## src/rtl/cpu_types_pkg.sv

```systemverilog
// Shared CPU/memory types: data word, RAM status and the memory arbiter FSM encoding.
package cpu_types_pkg;

  localparam int WORD_W = 32;

  typedef logic [WORD_W-1:0] word_t;

  typedef enum logic [1:0] {
    FREE   = 2'd0,
    BUSY   = 2'd1,
    ACCESS = 2'd2,
    ERROR  = 2'd3
  } ramstate_t;

  typedef enum logic [0:0] {
    IDLE  = 1'b0,
    GRANT = 1'b1
  } arb_state_t;

endpackage

```

## src/rtl/mem_arbiter_if.sv

```systemverilog
// Cache-to-memory bus: per-CPU icache/dcache request lines plus the single RAM port.
interface mem_arbiter_if #(
  parameter int CPUS = 2
);
  import cpu_types_pkg::*;

  // icache side
  logic [CPUS-1:0] iREN;
  word_t [CPUS-1:0] iaddr;
  logic [CPUS-1:0] iwait;
  word_t [CPUS-1:0] iload;

  // dcache side
  logic [CPUS-1:0] dREN;
  logic [CPUS-1:0] dWEN;
  word_t [CPUS-1:0] daddr;
  word_t [CPUS-1:0] dstore;
  logic [CPUS-1:0] dwait;
  word_t [CPUS-1:0] dload;

  // RAM side
  logic ramREN;
  logic ramWEN;
  word_t ramaddr;
  word_t ramstore;
  word_t ramload;
  ramstate_t ramstate;

  // Arbiter (memory controller) view
  modport slave (
    input  iREN, iaddr, dREN, dWEN, daddr, dstore, ramload, ramstate,
    output iwait, iload, dwait, dload, ramREN, ramWEN, ramaddr, ramstore
  );

  // Caches plus RAM model view
  modport master (
    output iREN, iaddr, dREN, dWEN, daddr, dstore, ramload, ramstate,
    input  iwait, iload, dwait, dload, ramREN, ramWEN, ramaddr, ramstore
  );

endinterface

```

## src/rtl/rr_picker.sv

```systemverilog
// Combinational round-robin picker: first requester at or after ptr, wrapping around.
// Returns a one-hot grant and its index; any is low when nothing requests.
module rr_picker #(
  parameter int N = 4
) (
  input  logic [N-1:0]         req,
  input  logic [$clog2(N)-1:0] ptr,
  output logic [N-1:0]         grant,
  output logic [$clog2(N)-1:0] idx,
  output logic                 any
);
  localparam int IDX_W = $clog2(N);
  localparam logic [N-1:0] ONE_HOT0 = {{(N-1){1'b0}}, 1'b1};

  logic [2*N-1:0] dbl_s;
  logic [N-1:0]   rot_s;
  logic [IDX_W-1:0] off_s;
  logic [IDX_W:0] sum_s;

  // Rotate requests so bit 0 is the pointer slot, then take the lowest set bit.
  always_comb begin
    dbl_s = {req, req} >> ptr;
    rot_s = dbl_s[N-1:0];
    off_s = '0;
    any   = 1'b0;
    for (int j = N - 1; j >= 0; j--) begin
      if (rot_s[j]) begin
        off_s = IDX_W'(j);
        any   = 1'b1;
      end else begin
      end
    end
    sum_s = {1'b0, ptr} + {1'b0, off_s};
    if (sum_s >= (IDX_W + 1)'(N)) begin
      idx = IDX_W'(sum_s - (IDX_W + 1)'(N));
    end else begin
      idx = sum_s[IDX_W-1:0];
    end
    if (any) begin
      grant = ONE_HOT0 << idx;
    end else begin
      grant = '0;
    end
  end

endmodule

```

## src/rtl/mem_arbiter.sv

```systemverilog
// Memory controller: serialises icache fills and dcache reads/writes from all CPUs
// onto one RAM port with round-robin fairness over slots d0, i0, d1, i1, ...
module mem_arbiter #(
  parameter int CPUS = 2
) (
  input logic          CLK,
  input logic          nRST,
  mem_arbiter_if.slave cif
);
  import cpu_types_pkg::*;

  localparam int SLOTS = 2 * CPUS;
  localparam int PTR_W = $clog2(SLOTS);

  arb_state_t       state_r;
  logic [PTR_W-1:0] ptr_r;
  logic [PTR_W-1:0] slot_r;
  logic             write_r;

  logic [SLOTS-1:0] req_s;
  logic [SLOTS-1:0] wr_s;
  logic [SLOTS-1:0] grant_s;
  logic [PTR_W-1:0] pick_idx_s;
  logic [PTR_W-1:0] next_ptr_s;
  logic             any_s;
  logic             pick_write_s;
  logic             slot_req_s;
  logic             complete_s;

  // Map per-CPU request lines onto slot order: even slots dcache, odd slots icache.
  always_comb begin
    req_s = '0;
    wr_s  = '0;
    for (int c = 0; c < CPUS; c++) begin
      req_s[2*c]   = cif.dREN[c] | cif.dWEN[c];
      req_s[2*c+1] = cif.iREN[c];
      wr_s[2*c]    = cif.dWEN[c];
    end
  end

  rr_picker #(
    .N(SLOTS)
  ) u_picker (
    .req  (req_s),
    .ptr  (ptr_r),
    .grant(grant_s),
    .idx  (pick_idx_s),
    .any  (any_s)
  );

  // A dcache raising both REN and WEN is served as a write.
  assign pick_write_s = |(grant_s & wr_s);
  assign slot_req_s   = req_s[slot_r];
  assign complete_s   = (state_r == GRANT) && slot_req_s && (cif.ramstate == ACCESS);
  assign next_ptr_s   = (slot_r == PTR_W'(SLOTS - 1)) ? '0 : slot_r + PTR_W'(1);

  // Grant FSM: latch a slot in IDLE, release on completion (advance pointer) or abort.
  always_ff @(posedge CLK or negedge nRST) begin
    if (!nRST) begin
      state_r <= IDLE;
      ptr_r   <= '0;
      slot_r  <= '0;
      write_r <= 1'b0;
    end else begin
      case (state_r)
        IDLE: begin
          if (any_s) begin
            state_r <= GRANT;
            slot_r  <= pick_idx_s;
            write_r <= pick_write_s;
          end else begin
            state_r <= IDLE;
          end
        end
        GRANT: begin
          if (!slot_req_s) begin
            // Requester withdrew before ACCESS: drop the grant, keep the pointer.
            state_r <= IDLE;
          end else if (complete_s) begin
            state_r <= IDLE;
            ptr_r   <= next_ptr_s;
          end else begin
            // BUSY, FREE and ERROR all mean hold and retry.
            state_r <= GRANT;
          end
        end
        default: begin
          state_r <= IDLE;
        end
      endcase
    end
  end

  // RAM strobes follow the registered grant; address/data come from the owner's live inputs.
  always_comb begin
    cif.ramREN   = 1'b0;
    cif.ramWEN   = 1'b0;
    cif.ramaddr  = '0;
    cif.ramstore = '0;
    if (state_r == GRANT) begin
      cif.ramREN = ~write_r;
      cif.ramWEN = write_r;
      for (int c = 0; c < CPUS; c++) begin
        if (slot_r == PTR_W'(2 * c)) begin
          cif.ramaddr  = cif.daddr[c];
          cif.ramstore = cif.dstore[c];
        end else if (slot_r == PTR_W'(2 * c + 1)) begin
          cif.ramaddr = cif.iaddr[c];
        end else begin
        end
      end
    end else begin
      cif.ramREN = 1'b0;
    end
  end

  // Broadcast load data; only the owning slot's wait drops, and only in its ACCESS cycle.
  always_comb begin
    cif.iwait = '1;
    cif.dwait = '1;
    cif.iload = '0;
    cif.dload = '0;
    for (int c = 0; c < CPUS; c++) begin
      cif.iload[c] = cif.ramload;
      cif.dload[c] = cif.ramload;
      if (complete_s && (slot_r == PTR_W'(2 * c))) begin
        cif.dwait[c] = 1'b0;
      end else if (complete_s && (slot_r == PTR_W'(2 * c + 1))) begin
        cif.iwait[c] = 1'b0;
      end else begin
      end
    end
  end

endmodule

```

## src/flat_wrapper.sv

```systemverilog
// flat-port wrapper written by rule: the top's interface ports become plain ports
module mem_arbiter_flat import cpu_types_pkg::*;
#(
  parameter int CPUS = 2
)
  (CLK, nRST, cif_iREN, cif_iaddr, cif_dREN, cif_dWEN, cif_daddr, cif_dstore, cif_ramload, cif_ramstate, cif_iwait, cif_iload, cif_dwait, cif_dload, cif_ramREN, cif_ramWEN, cif_ramaddr, cif_ramstore);
  mem_arbiter_if #(.CPUS(CPUS)) cif_i ();
  input logic CLK;
  input logic nRST;
  input wire logic [$bits(cif_i.iREN)-1:0] cif_iREN;
  input wire logic [$bits(cif_i.iaddr)-1:0] cif_iaddr;
  input wire logic [$bits(cif_i.dREN)-1:0] cif_dREN;
  input wire logic [$bits(cif_i.dWEN)-1:0] cif_dWEN;
  input wire logic [$bits(cif_i.daddr)-1:0] cif_daddr;
  input wire logic [$bits(cif_i.dstore)-1:0] cif_dstore;
  input wire logic [$bits(cif_i.ramload)-1:0] cif_ramload;
  input wire logic [$bits(cif_i.ramstate)-1:0] cif_ramstate;
  output wire logic [$bits(cif_i.iwait)-1:0] cif_iwait;
  output wire logic [$bits(cif_i.iload)-1:0] cif_iload;
  output wire logic [$bits(cif_i.dwait)-1:0] cif_dwait;
  output wire logic [$bits(cif_i.dload)-1:0] cif_dload;
  output wire logic [$bits(cif_i.ramREN)-1:0] cif_ramREN;
  output wire logic [$bits(cif_i.ramWEN)-1:0] cif_ramWEN;
  output wire logic [$bits(cif_i.ramaddr)-1:0] cif_ramaddr;
  output wire logic [$bits(cif_i.ramstore)-1:0] cif_ramstore;
  assign cif_i.iREN = cif_iREN;
  assign cif_i.iaddr = cif_iaddr;
  assign cif_i.dREN = cif_dREN;
  assign cif_i.dWEN = cif_dWEN;
  assign cif_i.daddr = cif_daddr;
  assign cif_i.dstore = cif_dstore;
  assign cif_i.ramload = cif_ramload;
  assign cif_i.ramstate = cif_ramstate;
  assign cif_iwait = cif_i.iwait;
  assign cif_iload = cif_i.iload;
  assign cif_dwait = cif_i.dwait;
  assign cif_dload = cif_i.dload;
  assign cif_ramREN = cif_i.ramREN;
  assign cif_ramWEN = cif_i.ramWEN;
  assign cif_ramaddr = cif_i.ramaddr;
  assign cif_ramstore = cif_i.ramstore;
  mem_arbiter #(.CPUS(CPUS)) u_core (.CLK(CLK), .nRST(nRST), .cif(cif_i));
endmodule
```

## config.mk

```make
export PLATFORM = sky130hd
export DESIGN_NAME = mem_arbiter_flat
export DESIGN_NICKNAME = d
export VERILOG_FILES = /design/src/rtl/cpu_types_pkg.sv /design/src/rtl/mem_arbiter_if.sv /design/src/rtl/rr_picker.sv /design/src/rtl/mem_arbiter.sv /design/src/flat_wrapper.sv
export SDC_FILE = /design/constraint.sdc
export NUM_CORES = 1
export LEC_CHECK = 0
export CAP_MARGIN = 20
export CORE_AREA = 2 2 166 168
export CTS_BUF_LIST = sky130_fd_sc_hd__clkbuf_4 sky130_fd_sc_hd__clkbuf_8
export DETAILED_ROUTE_END_ITERATION = 10
export DIE_AREA = 0 0 168 170
export PLACE_DENSITY_LB_ADDON = 0.15
export SYNTH_ARGS = -nofsm -noshare
export SYNTH_HDL_FRONTEND = slang
export SYNTH_SLANG_ARGS = --single-unit
export TNS_END_PERCENT = 5
```

## constraint.sdc

```tcl
create_clock -name CLK -period 2.35 [get_ports CLK]
set_clock_uncertainty 0.2 [all_clocks]
set_input_delay 0.235 -clock CLK [delete_from_list [all_inputs] [get_ports CLK]]
set_output_delay 0.235 -clock CLK [all_outputs]
set_load 0.01 [all_outputs]
```

Fig. 1: metal 1
Cells faint in the background.
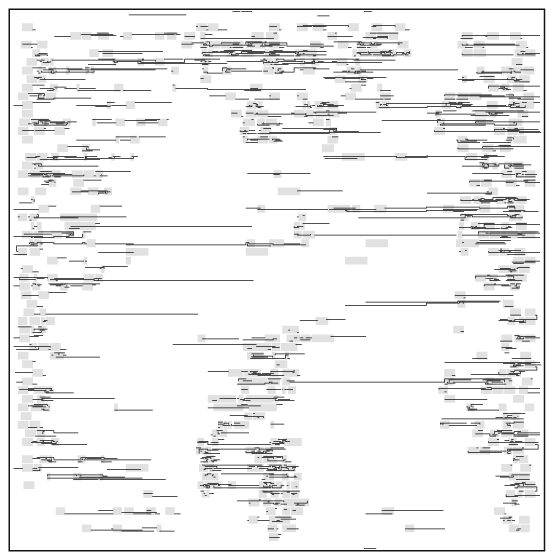
wire length on this layer: 5,840 µm
nets with wire on the layer: 635
share of all routed wire: 35%
longest straight run: 57.0 µm

Fig. 2: metal 2
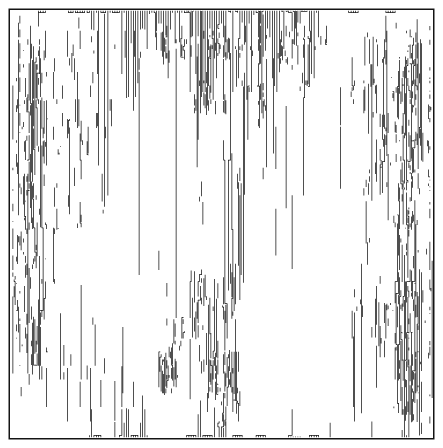
main direction: vertical
nets with wire on the layer: 694

Fig. 3: signal wires on met4
Cells faint in the background.
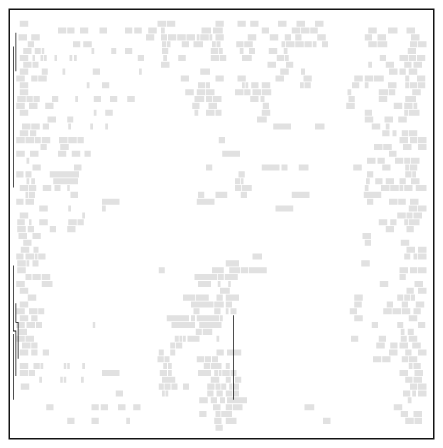
wire length on this layer: 197 µm
share of all routed wire: 1.2%
Detailed Route WL: 16,500 µm
vias post-DR: 3,518

Fig. 4: routing congestion
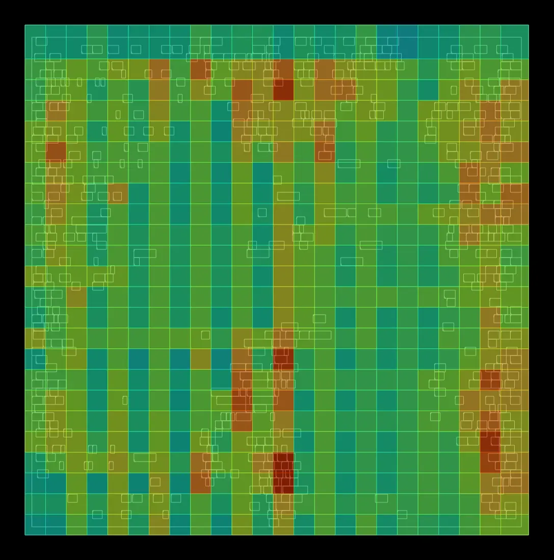
global-route layer with the greatest usage: met2
GRT Resource Usage Total: 10.8%
routed length per placed instance: 18.4 µm
met1 Track Usage GR: 11.0%

## per-layer routing
layer,up-vias,routed length [µm]
met5,-,0
met4,0,197
met3,22,1660
met2,224,8840
met1,1613,5840
li1,1659,-
## what timing repair did
item / CTS / global route
gates resized: 127 / 23
setup buffers: 5 / 0
gates cloned: 2 / 0
setup endpoints to repair: 71 / 69
pin swaps: 6 / 1
## critical path: cells and delay by family, from the launching register on
kind / cells / cell delay [ps]
buffers and inverters: 4 / 960
DFF: 1 / 370
AOI/OAI and AO/OA: 1 / 230
adders and majority gates: 1 / 210
and+or+nand+nor: 2 / 150
## cell type report
class                      instances  area, µm²
multi-input combinational        222       1550
fill                            2994      21300
tap                              341        427
clock buffer                       3       41.3
inverter                           4       15.0
timing repair buffer             321       3200
sequential                         6        151
==> COMMIT_EDITMSG <==
Record implementation results from latest flow run

- The flow ran to the end, but the final reports show violations.
- The final reports fail on setup timing.
* Post-synthesis adder-cell area fraction: 2.28%
* Post-route cell area: 5380 µm²
- The die is 168 µm wide.
- Total power for the finished layout comes to 5.46 mW.
* Clk latency late pin: 220 ps
- Part of the total power dissipated in combinational logic: 92.9%
- In this run the cell area measured after placement is 5250 µm².
- Total CTS buffers: 3
* Sw Ratio: 48.9%
- Distinct cells, synth: 40
- Internal Dissipation: 2.79 mW
* Part of the Yosys area used for sequential elements: 5.47%
* Logic power comb: 5.07 mW
- The initialized floorplan defines 60 standard-cell rows.
- The count of nets left with antenna violations once routing finished came out at 0.
- Core Area: 26,700 µm²
- Setup violation total in the final timing report: 33
* Switching Power: 2.67 mW
* RSZ-0062 raised after global routing: yes
- In the final layout, the registers with the most flip-flops are u_core.ptr_r: 2 flops, u_core.slot_r: 2 flops.
- STA reports the tightest min-delay check as being of type input pin to async pin.
- Final count of pins violating max slew: 0
- Clock net sink count: 6
* Cell types with the largest area share after synthesis: buf_4, a22oi_1, o221ai_1
- 1st-iter DRT viols: 94
* DP Cell Count: 887
* Warnings, synthesis: 0
- Weighted congestion at the end of routability-driven global placement: 0.817
* Yosys Instances: 393
* Leakage component of the power: 2.14 nW
* Clk Tree Root Cell: clkbuf_8
* Total power density per cell area: 1010 nW/µm²
- Top-area cell type share of the netlist area: 35.0%
- The number of warnings reported in the stage logs is 31.
- Post-detailed-route via-to-cell ratio: 3.92
* Average instance area after synthesis: 6.98 µm²
- Per the synthesis report, the simple-gate share of the synthesized area is 12.9%.
* TritonCTS clock tree: done
- In this run the worst setup path terminates at cif_ramstore[16].
- The cell area that synthesis handed to floorplanning was 2740 µm².
- Per the synth stats, the proportion of register bits with asynchronous set or reset is 100%.
- Once routing completed, OpenROAD measured the worst setup slack at -229 ps.
* Total negative slack: -2620 ps
- Worst vdd ir: 0.000544 V
* Final standard cell count with taps included and fillers excluded: 897
* EDFF count, synth: 0
- For this configuration, the core starts out at a cell density of 10.3%.
* Endpoint arrival time on the critical path: 2140 ps
- The tool flagged a number of max-cap violations equal to 0.
- TritonRoute reported its final design rule violation total as 0.
- Heaviest power group: combinational logic
* Critical Path Slowest Stage Cell: clkdlybuf4s50_1
* Worst EP required: 1910 ps
* Worst-case clock buffer depth: 2
- Remaining max-slew budget at the tightest pin: 70.2%
- For reference, the top logic cell family by area is buffers and inverters.
- Top cell type by instance count after synthesis: buf_4
* First-pass GRT wire length: 23,600 µm
* Power share of the sequential group: 4.3%
Power is estimated from default activity; no workload was simulated.
